layers.png
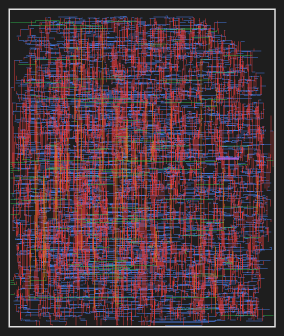
m2.png
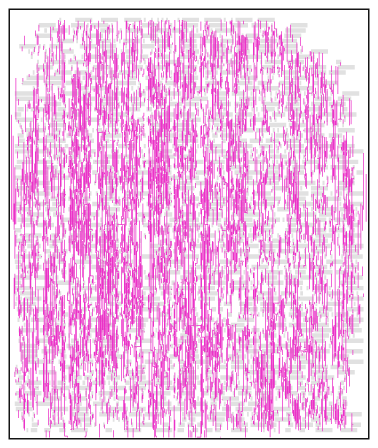
clock_wires.png
Scale bar: 50 um.
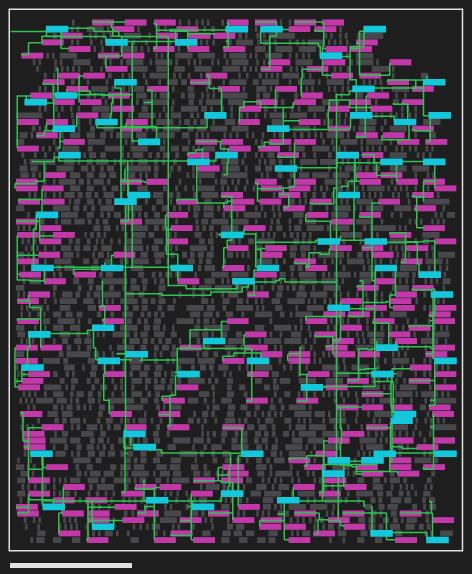
congestion_map.png
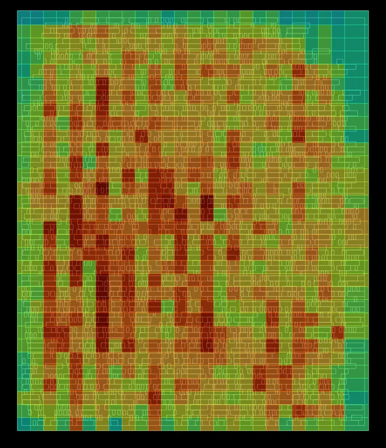
m3.png
Scale bar: 50 um.
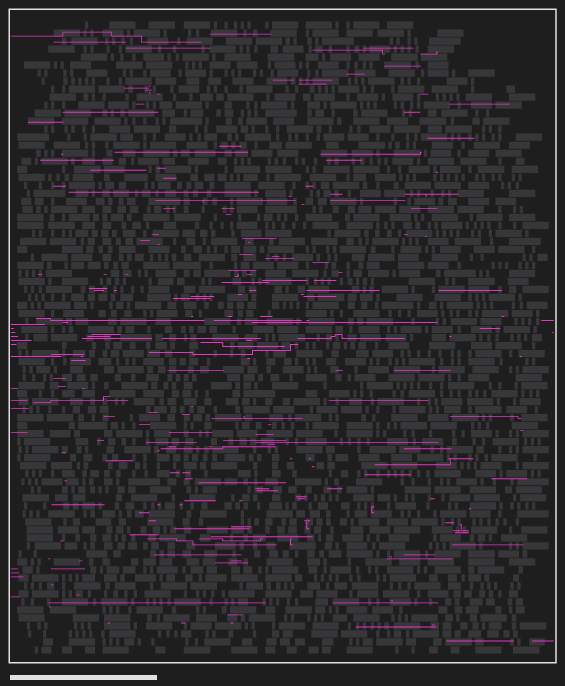
`src/rtl/moving_average_v4.sv`:
```
// Moving-average / weighted smoothing filter over a 16-deep unsigned sample history.
// A sample shifts in on the accepting edge; the result is published on the following edge.
module moving_average_v4 #(
    parameter int unsigned DW    = 16,
    parameter int unsigned DEPTH = 16
) (
    input  logic          clk,
    input  logic          rst_n,
    input  logic          enable,
    input  logic          data_refresh,
    input  logic          output_refresh_mode,
    input  logic [DW-1:0] din,
    input  logic [2:0]    mode,
    output logic [DW-1:0] dout,
    output logic          output_pulse
);

    localparam int unsigned AW = DW + 4;
    localparam int unsigned CW = 5;

    logic [DW-1:0] hist_q [DEPTH];
    logic [DW-1:0] dout_q, dout_d;
    logic          pulse_q;
    logic          pend_q, pend_d;
    logic [2:0]    pend_mode_q, pend_mode_d;
    logic [CW-1:0] cnt_q, cnt_d;
    logic [2:0]    mode_q;
    logic          orm_q;

    logic          accept;
    logic [CW-1:0] win;
    logic [CW-1:0] cnt_base;
    logic [CW-1:0] cnt_inc;
    logic [AW-1:0] s2, s3w, s4, s8, s16;
    logic [DW-1:0] result;

    assign accept = enable & data_refresh;

    // Window length per filter mode
    always_comb begin
        win = CW'(1);
        case (mode)
            3'd1:    win = CW'(2);
            3'd2:    win = CW'(3);
            3'd3:    win = CW'(4);
            3'd4:    win = CW'(8);
            3'd5:    win = CW'(16);
            default: win = CW'(1);
        endcase
    end

    // Window counter and publish decision, taken on the accepting edge
    always_comb begin
        cnt_base    = ((mode != mode_q) || (output_refresh_mode != orm_q)) ? '0 : cnt_q;
        cnt_inc     = cnt_base + CW'(1);
        cnt_d       = cnt_base;
        pend_d      = 1'b0;
        pend_mode_d = pend_mode_q;
        if (accept) begin
            pend_mode_d = mode;
            if (output_refresh_mode || (cnt_inc >= win)) begin
                pend_d = 1'b1;
                cnt_d  = '0;
            end else begin
                cnt_d  = cnt_inc;
            end
        end
    end

    // Partial sums over the already-shifted history
    always_comb begin
        s16 = '0;
        s8  = '0;
        s4  = '0;
        for (int i = 0; i < DEPTH; i++) begin
            s16 = s16 + AW'(hist_q[i]);
            if (i < 8) s8 = s8 + AW'(hist_q[i]);
            if (i < 4) s4 = s4 + AW'(hist_q[i]);
        end
        s2  = AW'(hist_q[0]) + AW'(hist_q[1]);
        s3w = (AW'(hist_q[0]) << 1) + AW'(hist_q[1]) + AW'(hist_q[2]);
    end

    always_comb begin
        case (pend_mode_q)
            3'd1:    result = DW'(s2 >> 1);
            3'd2:    result = DW'(s3w >> 2);
            3'd3:    result = DW'(s4 >> 2);
            3'd4:    result = DW'(s8 >> 3);
            3'd5:    result = DW'(s16 >> 4);
            default: result = hist_q[0];
        endcase
        dout_d = pend_q ? result : dout_q;
    end

    always_ff @(posedge clk or negedge rst_n) begin
        if (!rst_n) begin
            for (int i = 0; i < DEPTH; i++) hist_q[i] <= '0;
            dout_q      <= '0;
            pulse_q     <= 1'b0;
            pend_q      <= 1'b0;
            pend_mode_q <= '0;
            cnt_q       <= '0;
            mode_q      <= '0;
            orm_q       <= 1'b0;
        end else begin
            if (accept) begin
                hist_q[0] <= din;
                for (int i = 1; i < DEPTH; i++) hist_q[i] <= hist_q[i-1];
            end
            dout_q      <= dout_d;
            pulse_q     <= pend_q;
            pend_q      <= pend_d;
            pend_mode_q <= pend_mode_d;
            cnt_q       <= cnt_d;
            mode_q      <= mode;
            orm_q       <= output_refresh_mode;
        end
    end

    assign dout         = dout_q;
    assign output_pulse = pulse_q;

endmodule

```
`config.mk`:
```
export PLATFORM = sky130hd
export DESIGN_NAME = moving_average_v4
export DESIGN_NICKNAME = d
export VERILOG_FILES = /design/src/rtl/moving_average_v4.sv
export SDC_FILE = /design/constraint.sdc
export NUM_CORES = 1
export LEC_CHECK = 0
export CAP_MARGIN = 15
export CELL_PAD_IN_SITES_DETAIL_PLACEMENT = 1
export CELL_PAD_IN_SITES_GLOBAL_PLACEMENT = 1
export CORE_ASPECT_RATIO = 1.2
export CORE_MARGIN = 2
export CORE_UTILIZATION = 50
export CTS_CLUSTER_DIAMETER = 30
export DETAILED_ROUTE_END_ITERATION = 6
export PLACE_DENSITY_LB_ADDON = 0.15
export SLEW_MARGIN = 20
export SYNTH_ARGS = -nofsm -noshare
export SYNTH_HDL_FRONTEND = slang
export SYNTH_SLANG_ARGS = --single-unit
```
`constraint.sdc`:
```
create_clock -name clk -period 10.16 [get_ports clk]
set_input_delay 2.032 -clock clk [delete_from_list [all_inputs] [get_ports clk]]
set_output_delay 2.032 -clock clk [all_outputs]
set_load 0.05 [all_outputs]
```
==> results.txt <==
clk cell area share: 11.6%
NonClk Buf Share: 2.42%
number of global-route vias before repair: 17,500
deepest clock path buffer count: 3
multi-input gate share of the layout cell area: 49.7%
R2R setup slack: 0.45 ns
largest net degree at the start of global routing: 182
most numerous logic cell after layout: nand2_1
total of flip-flops plus latches after synthesis: 286
destination of the critical timing path: dout[14]$_DFFE_PN0P_
EDFF count, synth: 0
post-detail-place hpwl: 39,100 um
die height: 221 um
Hold Violations, Final: 0
flip-flop count of the largest register after layout: 256
Clock buffer cells: 87
Critical Path Start Type: register
antenna fix cells: 0
non-clock inverter total of the final layout: 181
Skew-Pair Late Insertion Delay: 0.60 ns
buffer cell driving the clock tree root: clkbuf_16
sequential area share after synthesis: 36.4%
post-CTS setup repair buffer count: 0
area figure in the yosys stat output: 19,700 um^2
cells after synthesis: 2,160
outcome: complete, no violations
layout cells sized above 1: 8.38%
IO buf count: 40
number of primary I/O pins: 41
Reg2Reg Depth: 36
Routed met1 length: 23,900 um
Slowest Stage Delay on Critical Path: 0.51 ns
Tightest Hold Check Type: reg2reg
top area contributor share: 36.4%
dominant kind of cell: combinational gates
type of the setup path with the least slack: reg2reg
die extent in x: 185 um
start point of the critical path: hist_q[240]$_DFFE_PN0P_
number of nets in the synthesized netlist: 2,471
1st-iter DRT viols: 734
final tally of setup violations: 0
largest clock skew in the final design: 0.0206 ns
Notes on layers.png above:
layer	color	wire length
M4	orange	2,200 um
M1	blue	23.9 mm
M5	purple	14.7 um
M3	green	2,310 um
M2	red	28.7 mm
number of vias in the routed layout: 15,500
mean routed wirelength per cell: 20.4 um
GRT Overall Usage: 29.7%
wirelength, routed: 57,200 um

Notes on m2.png above:
longest straight run	75.1 um
nets with wire on the layer	2,250
share of all routed wire	50%
met2 demand-to-capacity share in global routing: 50.1%

Notes on clock_wires.png above:
[clock-net drivers] cyan | count: 74
[clock wires] green | length: 5,070 um
[flip-flops] magenta | count: 286
flops lie	spread over the die

Notes on congestion_map.png above:
global route hottest layer: met2
fin util: 60.3%
Global Route met1 Usage: 37.8%

Notes on m3.png above:
longest straight run	73.4 um
main direction	horizontal
share of all routed wire	4.0%
wire length on this layer	2,310 um
global routing met3 resource utilization: 4.87%

kinds of logic after synthesis:
| group | synth area share (%) |
|---|---|
| AND-OR/OR-AND | 10.6 |
| XOR/XNOR | 2.97 |
| adder cells (fa/ha/maj) | 25.5 |
| buffers and inverters | 4.92 |
| flip-flops | 36.4 |
| multiplexers | 0.445 |
| AND/OR/NAND/NOR | 19.2 |
worst register-to-register path: cells and delay by family (launching register included):
family	cells	cell delay [ns]
AOI/OAI and AO/OA	14	2.74
and+or+nand+nor	5	0.79
xor gates and xnor gates	4	0.93
adders and majority gates	11	4.58
buffers and inverters	2	0.13
DFF	1	0.44
through the flow:
stage	std cells	hold slack [ns]
2_1_floorplan	2160	0.450
3_3_place_gp	2666	0.455
3_5_place_dp	2666	0.468
4_1_cts	2801	0.483
5_1_grt	2804	0.512
6_report	2804	0.481
